**config.mk**
```make
export PLATFORM = sky130hd
export DESIGN_NAME = task_sequencer
export DESIGN_NICKNAME = d
export VERILOG_FILES = /design/src/rtl/task_sequencer.sv
export SDC_FILE = /design/constraint.sdc
export NUM_CORES = 1
export LEC_CHECK = 0
export ABC_AREA = 1
export CORE_MARGIN = 8
export CORE_UTILIZATION = 55
export CTS_CLUSTER_SIZE = 20
export DETAILED_ROUTE_END_ITERATION = 6
export PLACE_DENSITY = 0.78
export SYNTH_ARGS = -nofsm -noshare
export SYNTH_HDL_FRONTEND = slang
export SYNTH_SLANG_ARGS = --single-unit
export TNS_END_PERCENT = 1
```
**constraint.sdc**
```tcl
create_clock -name clk -period 2.2 [get_ports clk]
set_clock_uncertainty 0.1 [all_clocks]
set_input_delay 0.44 -clock clk [delete_from_list [all_inputs] [get_ports clk]]
set_output_delay 0.44 -clock clk [all_outputs]
set_load 0.005 [all_outputs]
```
**src/rtl/task_sequencer.sv**
```systemverilog
// Programmable motion-step sequencer: walks a runtime-writable table of (command, duration)
// steps, counting slow tick enables, with pause/resume, abort and optional loop mode.
module task_sequencer #(
  parameter int unsigned NUM_STEPS = 4,
  parameter int unsigned CMD_WIDTH = 2,
  parameter int unsigned DUR_WIDTH = 4,
  parameter bit          LOOP      = 1'b0,
  localparam int unsigned SW       = $clog2(NUM_STEPS)
) (
  input  logic                 clk,
  input  logic                 reset,
  input  logic                 start,
  input  logic                 abort,
  input  logic                 pause,
  input  logic                 tick,
  input  logic                 prog_we,
  input  logic [SW-1:0]        prog_addr,
  input  logic [CMD_WIDTH-1:0] prog_cmd,
  input  logic [DUR_WIDTH-1:0] prog_dur,
  output logic [CMD_WIDTH-1:0] cmd,
  output logic [SW-1:0]        step_idx,
  output logic [1:0]           state,
  output logic                 busy,
  output logic                 done
);

  typedef enum logic [1:0] {
    S_IDLE   = 2'd0,
    S_RUN    = 2'd1,
    S_PAUSED = 2'd2,
    S_DONE   = 2'd3
  } state_t;

  state_t               state_q;
  logic [CMD_WIDTH-1:0] tbl_cmd [NUM_STEPS];
  logic [DUR_WIDTH-1:0] tbl_dur [NUM_STEPS];
  logic [DUR_WIDTH-1:0] remaining;

  logic                 last_c;
  logic                 advance_c;
  logic                 prog_ok_c;
  logic [SW-1:0]        next_idx_c;
  logic [CMD_WIDTH-1:0] next_cmd_c;
  logic [CMD_WIDTH-1:0] first_cmd_c;
  logic [CMD_WIDTH-1:0] cur_cmd_c;

  // Step-advance decode; a zero-duration step shows cmd 0 and advances without a tick
  always_comb begin
    last_c      = (step_idx == SW'(NUM_STEPS - 1));
    next_idx_c  = last_c ? '0 : step_idx + SW'(1);
    next_cmd_c  = (tbl_dur[next_idx_c] == '0) ? '0 : tbl_cmd[next_idx_c];
    first_cmd_c = (tbl_dur[0] == '0) ? '0 : tbl_cmd[0];
    cur_cmd_c   = (remaining == '0) ? '0 : tbl_cmd[step_idx];
    advance_c   = (remaining == '0) || (tick && (remaining == DUR_WIDTH'(1)));
    prog_ok_c   = prog_we && !start && ((state_q == S_IDLE) || (state_q == S_DONE));
  end

  assign state = state_q;

  always_ff @(posedge clk or negedge reset) begin
    if (!reset) begin
      state_q   <= S_IDLE;
      cmd       <= '0;
      step_idx  <= '0;
      remaining <= '0;
      busy      <= 1'b0;
      done      <= 1'b0;
      for (int unsigned i = 0; i < NUM_STEPS; i++) begin
        tbl_cmd[i] <= '0;
        tbl_dur[i] <= '0;
      end
    end else begin
      done <= 1'b0;
      if (prog_ok_c) begin
        tbl_cmd[prog_addr] <= prog_cmd;
        tbl_dur[prog_addr] <= prog_dur;
      end
      if (abort) begin
        state_q   <= S_IDLE;
        cmd       <= '0;
        step_idx  <= '0;
        remaining <= '0;
        busy      <= 1'b0;
      end else begin
        case (state_q)
          S_IDLE, S_DONE: begin
            if (start) begin
              state_q   <= S_RUN;
              busy      <= 1'b1;
              step_idx  <= '0;
              remaining <= tbl_dur[0];
              cmd       <= first_cmd_c;
            end
          end
          S_RUN: begin
            if (pause) begin
              state_q <= S_PAUSED;
              cmd     <= '0;
            end else if (advance_c) begin
              if (last_c && !LOOP) begin
                state_q   <= S_DONE;
                busy      <= 1'b0;
                cmd       <= '0;
                remaining <= '0;
                done      <= 1'b1;
              end else begin
                step_idx  <= next_idx_c;
                remaining <= tbl_dur[next_idx_c];
                cmd       <= next_cmd_c;
                done      <= last_c;
              end
            end else if (tick) begin
              remaining <= remaining - DUR_WIDTH'(1);
            end
          end
          S_PAUSED: begin
            // Resume cycle consumes no tick
            if (!pause) begin
              state_q <= S_RUN;
              cmd     <= cur_cmd_c;
            end
          end
          default: state_q <= S_IDLE;
        endcase
      end
    end
  end

endmodule

```
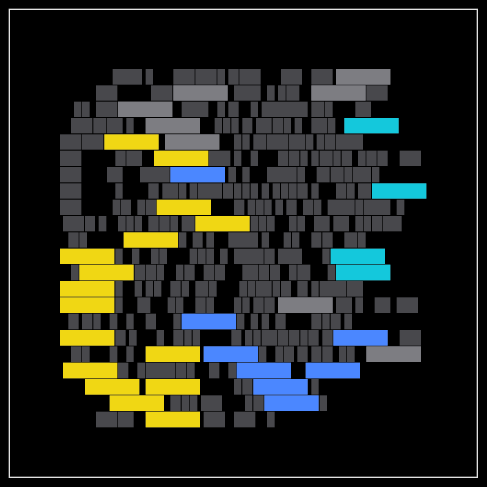
Run 1: sequential cells grouped by signal name
Drawn at 6 px/um. Other sequential cells in the stronger gray, the rest of the logic in the fainter gray.
| color | netlist name | flops |
|---|---|---|
| blue | `tbl_cmd` | 8 |
| cyan | `remaining` | 4 |
| yellow | `tbl_dur` | 16 |
not colored: 8
seq pwr: 1.14 mW
fraction of area in registers: 36.2%
register area: 901 um2
Util after Layout: 67.9%

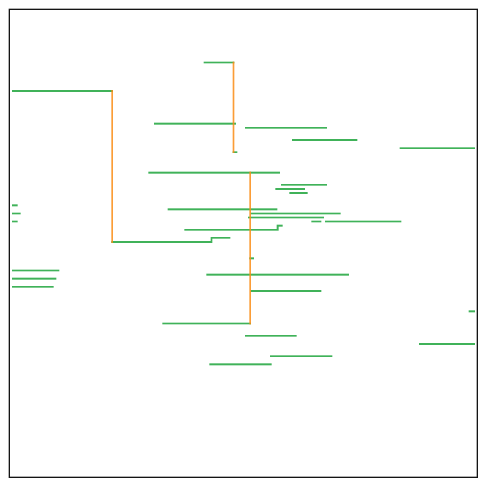
Run 1: wiring by layer
Drawn at 6 px/um. Only two layers are drawn.
| color | layer | wire length |
|---|---|---|
| orange | met4 | 65.3 um |
| green | met3 | 315 um |
GRT Util Overall: 17.6%
detailed-route via count: 1866
wire per inst: 13.5 um

==> metrics.csv, run 1 <==
metric;value;unit
sw_frac_of_total;44.5;%
design_area;0.00249;mm2
syn2layout_area_growth;18.5;%
r2r_start;state[0]$_DFFE_PN0P_;
grt_max_degree;37;
top_cell;nand2_1;
crit_type;reg2reg;
top_cells_by_area;dfrtp_1 (43%), nand2_1 (14%), inv_1 (7.7%);
hold_depth;2;
critPathRequiredTime;2.27;ns
end_kind;flip-flop;
p_seq_share;32.7;%
power_leakage;1.21;nW
fin_nets;329;
cts_buffer_depth;2;
ff2ff_path_depth;8;
antenna_found_initial;0;
hold_ws;0.407;ns
p_switching;1.56;mW
reg2reg_slack;0.16;ns
grt_pass1_wl;8.63;mm
critPathArrivalTime;2.11;ns
hpwl;3.79;mm
common_cells;nand2_1 (79), inv_1 (43), dfrtp_1 (36), o21ai_0 (21), nand3_1 (18);
path_clk_slew;0.07;ns
cts_tree;yes;
fp_util;57.3;%
avgSynthCellArea;7.57;um2
critPathMaxFanout;4;
drv_slew;0;
core_area;0.00366;mm2
timing.slew.headroom;70.7;%
die_area;0.00605;mm2
syn_inst;277;
place_congestion;0.851;
edf_count;0;
cts_hold_buf;0;
power.share.combinational;53.2;%
min_period;2.04;ns
hold_viol_final;0;
setup-tns-final;0;ns
rsz0062_at_grt;no;
grt-ovfl-total;0;
p_total;3.50;mW
timing.final.ws_setup;0.156;ns
hp-start;cmd[1]$_DFFE_PN0P_;
vias_per_cell;5.21;
ys_cells;277;
clock_latency;0.29;ns
xor_share;0.835;%
fin_cells;358;
antenna_left;0;
status;finished clean;
r2r_end;tbl_cmd[6]$_DFFE_PN0P_;
first_pass_iters;4;
h-tree-depth;2;
yosysWarnings;0;
top_area_share;42.9;%
setup_violations;0;
async_flop_share;100;%
ctsResizeCount;0;
start_kind;flip-flop;
fillers;307;
vdd_ir_drop_max;724;uV
synth_nets;297;
ys_ff;36;
yosysSeqAreaShare;42.9;%
dpl_worst_slack;0.107;ns
rows;22;
dp.cells;350;
warnings;28;
ys_types;30;
die_h;77.8;um
logic_family;simple AND/OR/NAND/NOR gates;
drive_gt1_share;11.6;%
die_x;77.8;um
synthAoiAreaFrac;15.6;%
mux_share;0.537;%
clkSinkCount;36;
yosys_area;0.00210;mm2
yosys.area_share.simple;26.1;%
synthFlopType;dfrtp_1;
ys_sh_adder;2.98;%
maxClockFrequency;489;MHz
hp-class;reg2reg;
synth.cell_area;0.00210;mm2
worst_pin_slew;0.440;ns
port_buffers;22;
n_antenna_cell;0;
maxCapViolCount;0;
power.share.clock;14.2;%
cts_root_buf;clkbuf_8;
fin_crit_sh;92.9;%
power.density;1410;mW/mm2
post-route-drc-count;0;
drt_iter0_drc;277;
p_int;1.94;mW
io_pins;23;
logic_area;967;um2
grt_pass1_vias;1834;
placed_area;0.00239;mm2
cts_buffers;5;
yosysTopAreaCell;dfrtp_1;
whs_endpoint;cmd[1]$_DFFE_PN0P_;
post-cts-setup-buffer-count;0;
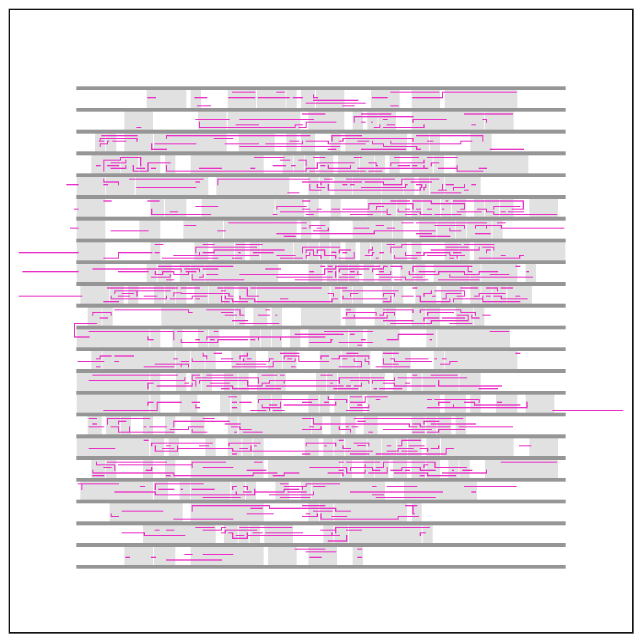
Run 1: met1 routing
Drawn at 8 px/um. Supply wires on this layer in gray. Cells faint in the background.
share of all routed wire: 45%
nets with wire on the layer: 307
Post-Route WL: 4.84 mm
met1 Use GR: 22.5%

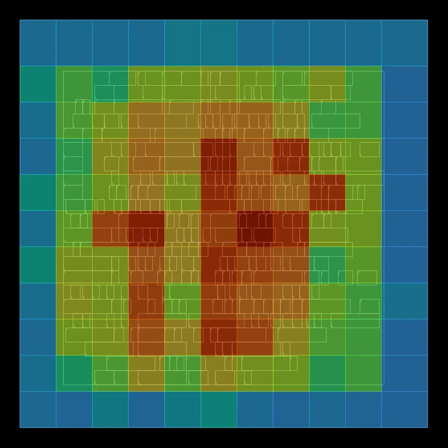
Run 1: congestion heat map
M3 GR Usage: 4.72%
gr busiest metal: met2
GR Util met2: 27.6%

==> run 1: final cells by class <==
cell class,instances,area share (%)
clock inverters,1,0.302
repair buffers,31,11.6
inverters,47,7.10
flip-flops and latches,36,36.2
clock buffers,7,3.47
multi-input cells,188,38.9
well taps,48,2.42
==> run 1: placed cells by master (no fill, tap or decap), types with 2 or more instances in the layout <==
master	instances
clkdlybuf4s50_1	22
nor2_1	8
dfrtp_1	36
inv_1	43
ha_1	5
a21oi_1	15
o21ai_0	21
nand3_1	18
nand2_2	7
o31ai_1	2
buf_4	9
nand2_1	79
nor3_2	4
o211ai_1	3
nor2_2	2
xor2_1	2
inv_2	4
o21ai_1	11
clkbuf_8	6
a22oi_1	2
==> run 1: critical path: stages (launching register included) <==
cell and delay, ns:
dfrtp_1 0.38, inv_1 0.07, ha_1 0.36, inv_2 0.06
or2_1 0.26, inv_2 0.07, nand2_2 0.08, nor3_2 0.20
mux2_1 0.35
==> run 1: cell families after synthesis <==
group | count (synthesis)
adders and majority gates | 5
muxes | 1
buffers and inverters | 53
AOI/OAI and AO/OA | 57
and+or+nand+nor | 123
xor gates and xnor gates | 2
DFF | 36
==> run 1: power groups by stage <==
stage	clock network (mW)	registers [mW]	logic [mW]
5_1_grt	0.528	1.18	2.11
4_1_cts	0.501	1.14	1.85
2_1_floorplan	0	1.12	1.35
6_report	0.496	1.14	1.86
3_5_place_dp	0	1.15	1.84
3_3_place_gp	0	1.14	1.82
==> run 1: how the worst max path moves through the flow <==
| stage | startpoint | end | slack, ns | depth (start not counted) |
|---|---|---|---|---|
| after floorplan | state[0]$_DFFE_PN0P_ | tbl_cmd[6]$_DFFE_PN0P_ | 0.37 | 8 |
| after global placement | abort | remaining[1]$_DFFE_PN0P_ | 0.1 | 10 |
| after detailed placement | abort | remaining[1]$_DFFE_PN0P_ | 0.11 | 10 |
| after CTS | state[0]$_DFFE_PN0P_ | tbl_cmd[6]$_DFFE_PN0P_ | 0.17 | 8 |
| after global routing | state[0]$_DFFE_PN0P_ | state[1]$_DFFE_PN0P_ | 0.02 | 10 |
| final | state[0]$_DFFE_PN0P_ | tbl_cmd[6]$_DFFE_PN0P_ | 0.16 | 8 |
==> run 1: per-layer routing <==
metal / vias up / wire length (um)
met5: - / 0
met2: 53 / 2300
li1: 950 / -
met3: 7 / 315
met1: 856 / 2160
met4: 0 / 65
==> run 1: flip-flops by register name, indices dropped and copies added, names as in the netlist <==
signal,cells
tbl_dur,16
tbl_cmd,8
remaining,4
cmd,2
state,2
step_idx,2
busy,1
done,1
==> inputs of run 2 (changes only) <==
--- a/config.mk
+++ b/config.mk
@@ -7,10 +7,10 @@
 export LEC_CHECK = 0
 export ABC_AREA = 1
 export CORE_MARGIN = 8
-export CORE_UTILIZATION = 55
+export CORE_UTILIZATION = 56
 export CTS_CLUSTER_SIZE = 20
 export DETAILED_ROUTE_END_ITERATION = 6
-export PLACE_DENSITY = 0.78
+export PLACE_DENSITY = 0.79
 export SYNTH_ARGS = -nofsm -noshare
 export SYNTH_HDL_FRONTEND = slang
 export SYNTH_SLANG_ARGS = --single-unit
==> run 2 against run 1 <==
Against the previous run:
- clock power down 11%
- non-clock buffer count up 1
- sequential power about the same
- global-route usage down 0.43 points
- synthesized cell count unchanged
- core utilization up 0.27 points
- worst hold slack worse by 0.015 ns
- wire length up 0.76%
- flip-flop count unchanged
- first-iteration DRC count down 48%
- clock-buffer cell count down 1
- largest cell class unchanged
- largest power group unchanged
- highest routed layer unchanged
==> metrics.csv, run 2 <==
metric;value;unit
clock_latency;0.28;ns
post-route-drc-count;0;
grt_usage;17.1;%
wl;4.88;mm
critPathRequiredTime;2.27;ns
maxClockFrequency;504;MHz
worst_pin_slew;0.460;ns
cts_hold_buf;0;
maxCapViolCount;0;
power.density;1400;mW/mm2
critPathArrivalTime;2.05;ns
core_area;0.00363;mm2
grt-ovfl-total;0;
path_clk_slew;0.07;ns
avgSynthCellArea;7.57;um2
cts_tree;yes;
largest_register;tbl_dur;
cts_root_buf;clkbuf_8;
antenna_left;0;
rsz0062_at_grt;no;
ys_cells;277;
p_switching;1.55;mW
top_area_share;42.9;%
grt_pass1_vias;1850;
async_flop_share;100;%
port_buffers;22;
h-tree-depth;2;
antenna_found_initial;0;
fin_nets;330;
cts_buffer_depth;2;
end_kind;flip-flop;
largest_reg_flops;16;
hold_viol_final;0;
dpl_worst_slack;0.123;ns
p_seq_share;32.9;%
yosysTopAreaCell;dfrtp_1;
drive_gt1_share;11.6;%
hp-class;reg2reg;
fp_util;57.7;%
placed_area;0.00240;mm2
synthFlopType;dfrtp_1;
die_area;0.00596;mm2
post-cts-setup-buffer-count;0;
n_antenna_cell;0;
synth.cell_area;0.00210;mm2
cts_buffers;5;
yosys_area;0.00210;mm2
drt_iter0_drc;143;
clkSinkCount;36;
die_h;77.2;um
layout.cells.most_common;nand2_1;
common_cells;nand2_1 (79), inv_1 (43), dfrtp_1 (36), o21ai_0 (21), nand3_1 (18);
yosysSeqAreaShare;42.9;%
setup-tns-final;0;ns
drv_slew;0;
vias_per_cell;5.15;
status;finished clean;
yosysWarnings;0;
power.share.clock;12.7;%
p_int;1.91;mW
top_cell;nand2_1;
synth_nets;297;
place_congestion;0.948;
ys_types;30;
fillers;334;
power.share.combinational;54.4;%
start_kind;flip-flop;
first_pass_iters;5;
warnings;28;
ctsResizeCount;0;
sw_frac_of_total;44.7;%
ys_ff;36;
hpwl;3.70;mm
flop_area;901;um2
top_cells_by_area;dfrtp_1 (43%), nand2_1 (14%), inv_1 (7.7%);
die_x;77.2;um
grt_pass1_wl;8.42;mm
vdd_ir_drop_max;678;uV
grt_max_degree;37;
layout_top_cells;nand2_1 (79), inv_1 (43), dfrtp_1 (36), clkdlybuf4s50_1 (22), o21ai_0 (21);
reg.largest.list;tbl_dur x16, tbl_cmd x8, remaining x4;
io_pins;23;
crit_type;reg2reg;
critPathMaxFanout;4;
syn2layout_area_growth;18.1;%
p_total;3.46;mW
syn_inst;277;
min_period;1.98;ns
setup_violations;0;
edf_count;0;
power_leakage;1.21;nW
design_area;0.00248;mm2
rows;22;
wl_per_cell;13.6;um
timing.final.ws_setup;0.216;ns
timing.slew.headroom;69.3;%
fin_crit_sh;90.2;%
logic_area;967;um2
[run 2: cell types whose count changed in the layout (fill, tap and decap cells not counted)]
cell	change
clkbuf_8	-1
clkinvlp_4	-1
buf_4	+1
clkinv_2	+1
[run 2: cells by family after synthesis]
logic type / after synthesis / share of synthesized area, %
multiplexers: 1 / 0.537
AND-OR/OR-AND: 57 / 15.6
XOR/XNOR: 2 / 0.835
buffers and inverters: 53 / 11.0
adder cells (fa/ha/maj): 5 / 2.98
flip-flops: 36 / 42.9
AND/OR/NAND/NOR: 123 / 26.1
[run 2: worst paths after layout]
| kind | from | end | slack (ns) | cells after the start |
|---|---|---|---|---|
| worst max-delay path | state[0]$_DFFE_PN0P_ | tbl_cmd[6]$_DFFE_PN0P_ | 0.22 | 8 |
| worst min-delay path | busy$_DFFE_PN0P_ | busy$_DFFE_PN0P_ | 0.39 | 2 |
| worst max register to register | state[0]$_DFFE_PN0P_ | tbl_cmd[6]$_DFFE_PN0P_ | 0.22 | 8 |
| worst min register to register | busy$_DFFE_PN0P_ | busy$_DFFE_PN0P_ | 0.39 | 2 |
| max in group asynchronous | reset | remaining[1]$_DFFE_PN0P_ | 1.20 | 2 |
| min in group asynchronous | reset | tbl_dur[7]$_DFFE_PN0P_ | 0.47 | 2 |
[run 2: metal layers]
metal / global-route usage, % / vias up / part of all wire [%]
li1: - / 950 / -
met1: 21.2 / 836 / 44
met2: 28.5 / 53 / 50
met3: 3.96 / 6 / 5.1
met4: 5.66 / 0 / 1.1
met5: 0 / - / 0
[run 2: area by class of cell]
class	count	share of cell area (%)
well taps	48	2.42
inverters	47	7.12
multi-input cells	188	39.0
clock buffers	6	2.93
flip-flops and latches	36	36.4
repair buffers	32	11.9
clock inverters	1	0.202
[run 2: power groups by stage]
stage	combinational, mW	clock, mW	sequential (mW)
after floorplan	1.35	0	1.12
after CTS	1.88	0.452	1.14
final	1.88	0.439	1.14
after global routing	2.15	0.468	1.17
after global placement	1.83	0	1.15
after detailed placement	1.85	0	1.15
[run 2: through the flow]
step / std cells / hold slack, ns / utilization [%]
after floorplan: 277 / 0.0444 / -
after CTS: 358 / 0.396 / 68.2
after global routing: 358 / 0.426 / 68.2
after global placement: 351 / 0.371 / 66.0
after detailed placement: 351 / 0.379 / 66.0
final: 358 / 0.392 / 68.2
[run 2: critical path, cell delays in order, from the launching register on]
cell     delay (ns)
dfrtp_1        0.38
inv_1          0.07
ha_1           0.35
inv_2          0.06
or2_1          0.25
inv_2          0.06
nand2_2        0.08
nor3_2         0.18
mux2_1         0.34
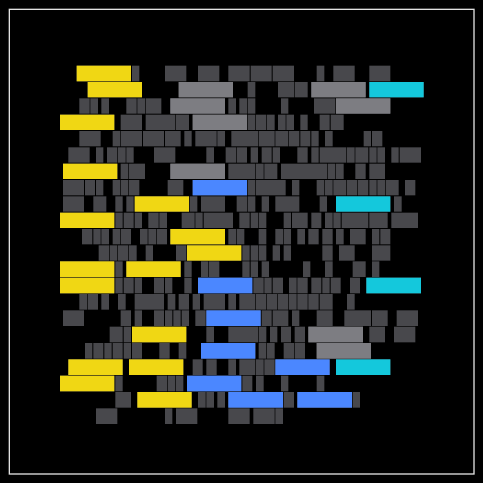
Run 2: sequential cells grouped by signal name
Drawn at 6 px/um. Other sequential cells in the stronger gray, the rest of the logic in the fainter gray.
| color | netlist name | flops |
|---|---|---|
| cyan | `remaining` | 4 |
| yellow | `tbl_dur` | 16 |
| blue | `tbl_cmd` | 8 |
not colored: 8
Util after Layout: 68.2%
fraction of area in registers: 36.4%

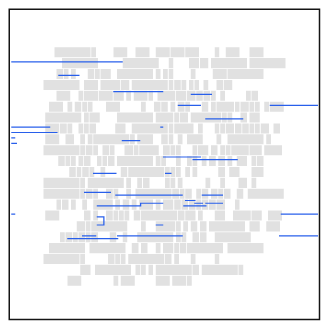
Run 2: signal wires on met3
Drawn at 4 px/um. Cells faint in the background.
nets with wire on the layer: 26
wire length on this layer: 247 um
longest straight run: 27.6 um
main direction: horizontal
share of all routed wire: 5.1%
M3 GR Usage: 3.96%
detailed-route via count: 1845

==> inputs of run 3 (changes only) <==
--- a/config.mk
+++ b/config.mk
@@ -5,7 +5,7 @@
 export SDC_FILE = /design/constraint.sdc
 export NUM_CORES = 1
 export LEC_CHECK = 0
-export ABC_AREA = 1
+export CAP_MARGIN = 40
 export CORE_MARGIN = 8
 export CORE_UTILIZATION = 56
 export CTS_CLUSTER_SIZE = 20
==> run 3 against run 2 <==
Against the previous run:
- die area down 1.7%
- wire length down 3.2%
- combinational power down 38%
- critical path depth down 2
- maximum frequency down 4.9%
- largest power group is now registers
==> metrics.csv, run 3 <==
metric;value;unit
status;finished clean;
fin_nets;225;
core_area;0.00361;mm2
port_buffers;22;
rows;22;
clock_latency;0.29;ns
sw_frac_of_total;35.3;%
hpwl;3.67;mm
mux_share;23.6;%
crit_family;simple AND/OR/NAND/NOR gates;
hp-class;reg2reg;
yosys.area_share.simple;15.1;%
power.share.combinational;40.3;%
largest_reg_flops;16;
edf_count;0;
yosysTopAreaCell;dfrtp_1;
maxClockFrequency;479;MHz
synthAoiAreaFrac;11.9;%
grt_pass1_wl;8.40;mm
fin_crit_sh;94.9;%
syn2layout_area_growth;21.3;%
critPathMaxFanout;8;
hold_viol_final;0;
critPathArrivalTime;2.15;ns
cts_tree;yes;
syn_inst;170;
fp_util;56.9;%
vias_per_cell;6.16;
grt_max_degree;37;
p_total;2.87;mW
place_congestion;0.889;
die_area;0.00586;mm2
n_antenna_cell;0;
cts_buffer_depth;2;
xor_share;0.427;%
power_leakage;1.03;nW
grt-ovfl-total;0;
drv_slew;0;
fillers;259;
cp_slowest_stage_delay;0.41;ns
antenna_left;0;
ys_cells;170;
die_x;76.6;um
critPathRequiredTime;2.26;ns
reg2reg_slack;0.11;ns
path_cells;ha_2 -> and2b_1 -> nand2_1 -> nor3b_4 -> buf_4 -> mux2_1;
grt_pass1_vias;1642;
post-route-drc-count;0;
common_cells;dfrtp_1 (36), mux2_1 (24), a21oi_1 (11), nand2_1 (10), mux4_2 (9);
reg.largest.list;tbl_dur x16, tbl_cmd x8, remaining x4;
power.density;1150;mW/mm2
async_flop_share;100;%
cts_root_buf;clkbuf_8;
antenna_found_initial;0;
yosysWarnings;0;
vdd_ir_drop_max;613;uV
synthFlopType;dfrtp_1;
crit_buf_inv;1;
ys_sh_adder;3.05;%
cts_buffers;5;
end_kind;flip-flop;
h-tree-depth;2;
timing.slew.headroom;69.9;%
p_switching;1.02;mW
maxCapViolCount;0;
start_kind;flip-flop;
slowest_stage;dfrtp_1;
setup_violations;0;
min_period;2.09;ns
ys_types;45;
drive_gt1_share;17.6;%
drt_iter0_drc;150;
top_area_share;43.9;%
first_pass_iters;4;
top_cells_by_area;dfrtp_1 (44%), mux2_1 (13%), mux4_2 (9.9%);
clkSinkCount;36;
layout_top_cells;dfrtp_1 (36), mux2_1 (24), clkdlybuf4s50_1 (22), a21oi_1 (11), buf_4 (11);
top_cell;dfrtp_1;
crit_type;reg2reg;
synth.cell_area;0.00205;mm2
yosysSeqAreaShare;43.9;%
synth_nets;190;
avgSynthCellArea;12.1;um2
p_seq_share;42.0;%
largest_register;tbl_dur;
warnings;28;
die_h;76.6;um
worst_pin_slew;0.451;ns
-- run 3: through the flow --
stage               instance area [um2]  instances  setup WS [ns]  utilization, %
global placement                   2380        245         0.0659            66.1
floorplan                          2050        170          0.218               -
CTS                                2480        252         0.0623            68.8
finish                             2490        253          0.113            69.1
global route                       2490        253       -0.00286            69.1
detailed placement                 2380        245        -0.0168            66.1
-- run 3: power groups by stage --
stage	Combinational (mW)	Clock, mW	Sequential (mW)
2_1_floorplan	0.830	0	1.12
3_3_place_gp	1.11	0	1.19
3_5_place_dp	1.15	0	1.21
4_1_cts	1.16	0.513	1.20
5_1_grt	1.28	0.539	1.25
6_report	1.16	0.508	1.21
-- run 3: cell type report --
type / instances / area, um2 / area share (%)
multi-input cells: 124 / 1110 / 44.7
flip-flops and latches: 36 / 901 / 36.2
well taps: 48 / 60.1 / 2.41
clock buffers: 7 / 96.3 / 3.87
inverters: 5 / 18.8 / 0.753
repair buffers: 33 / 303 / 12.2
-- run 3: layer usage --
layer | track usage [%] | vias up | routed length, um
li1 | - | 727 | -
met1 | 20.4 | 779 | 1970
met2 | 29.9 | 42 | 2400
met3 | 4.13 | 11 | 224
met4 | 7.50 | 0 | 119
met5 | 0 | - | 0
-- run 3: cells by family after synthesis --
kind of cell | count (synthesis)
XOR/XNOR | 1
flip-flops | 36
AND-OR/OR-AND | 36
buffers and inverters | 10
multiplexers | 34
AND/OR/NAND/NOR | 48
adder cells (fa/ha/maj) | 5
-- run 3: worst paths after layout --
path                                         from                       end  depth (start not counted)
min                        tbl_dur[5]$_DFFE_PN0P_    tbl_dur[5]$_DFFE_PN0P_                          1
max in group asynchronous                   reset    tbl_dur[1]$_DFFE_PN0P_                          2
min in group asynchronous                   reset  remaining[1]$_DFFE_PN0P_                          2
max                          state[1]$_DFFE_PN0P_    tbl_cmd[3]$_DFFE_PN0P_                          6
min reg2reg                tbl_dur[5]$_DFFE_PN0P_    tbl_dur[5]$_DFFE_PN0P_                          1
max reg2reg                  state[1]$_DFFE_PN0P_    tbl_cmd[3]$_DFFE_PN0P_                          6
-- run 3: what timing repair did --
item                       4_1_cts  5_1_grt
resized                          0        1
setup endpoints to repair        0        6
setup buffers                    0        1
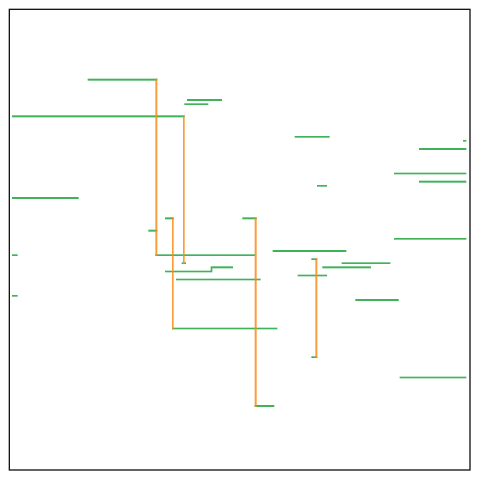
Run 3: wiring by layer
Drawn at 6 px/um. Only two layers are drawn.
| color | layer | wire length |
|---|---|---|
| orange | met4 | 120 um |
| green | met3 | 225 um |
wire per inst: 18.7 um
Post-Route WL: 4.72 mm
detailed-route via count: 1559
GRT Util Overall: 17.5%

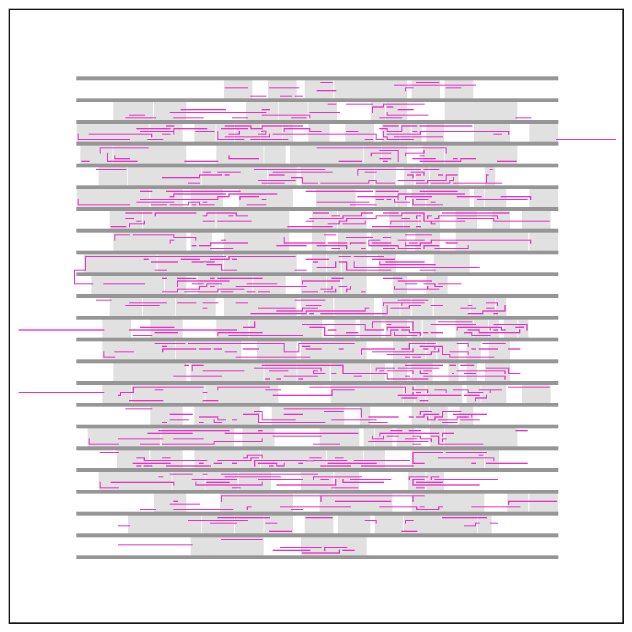
Run 3: met1 routing
Drawn at 8 px/um. Supply wires on this layer in gray. Cells faint in the background.
met1 Use GR: 20.4%

Power and IR drop assume default switching activity.
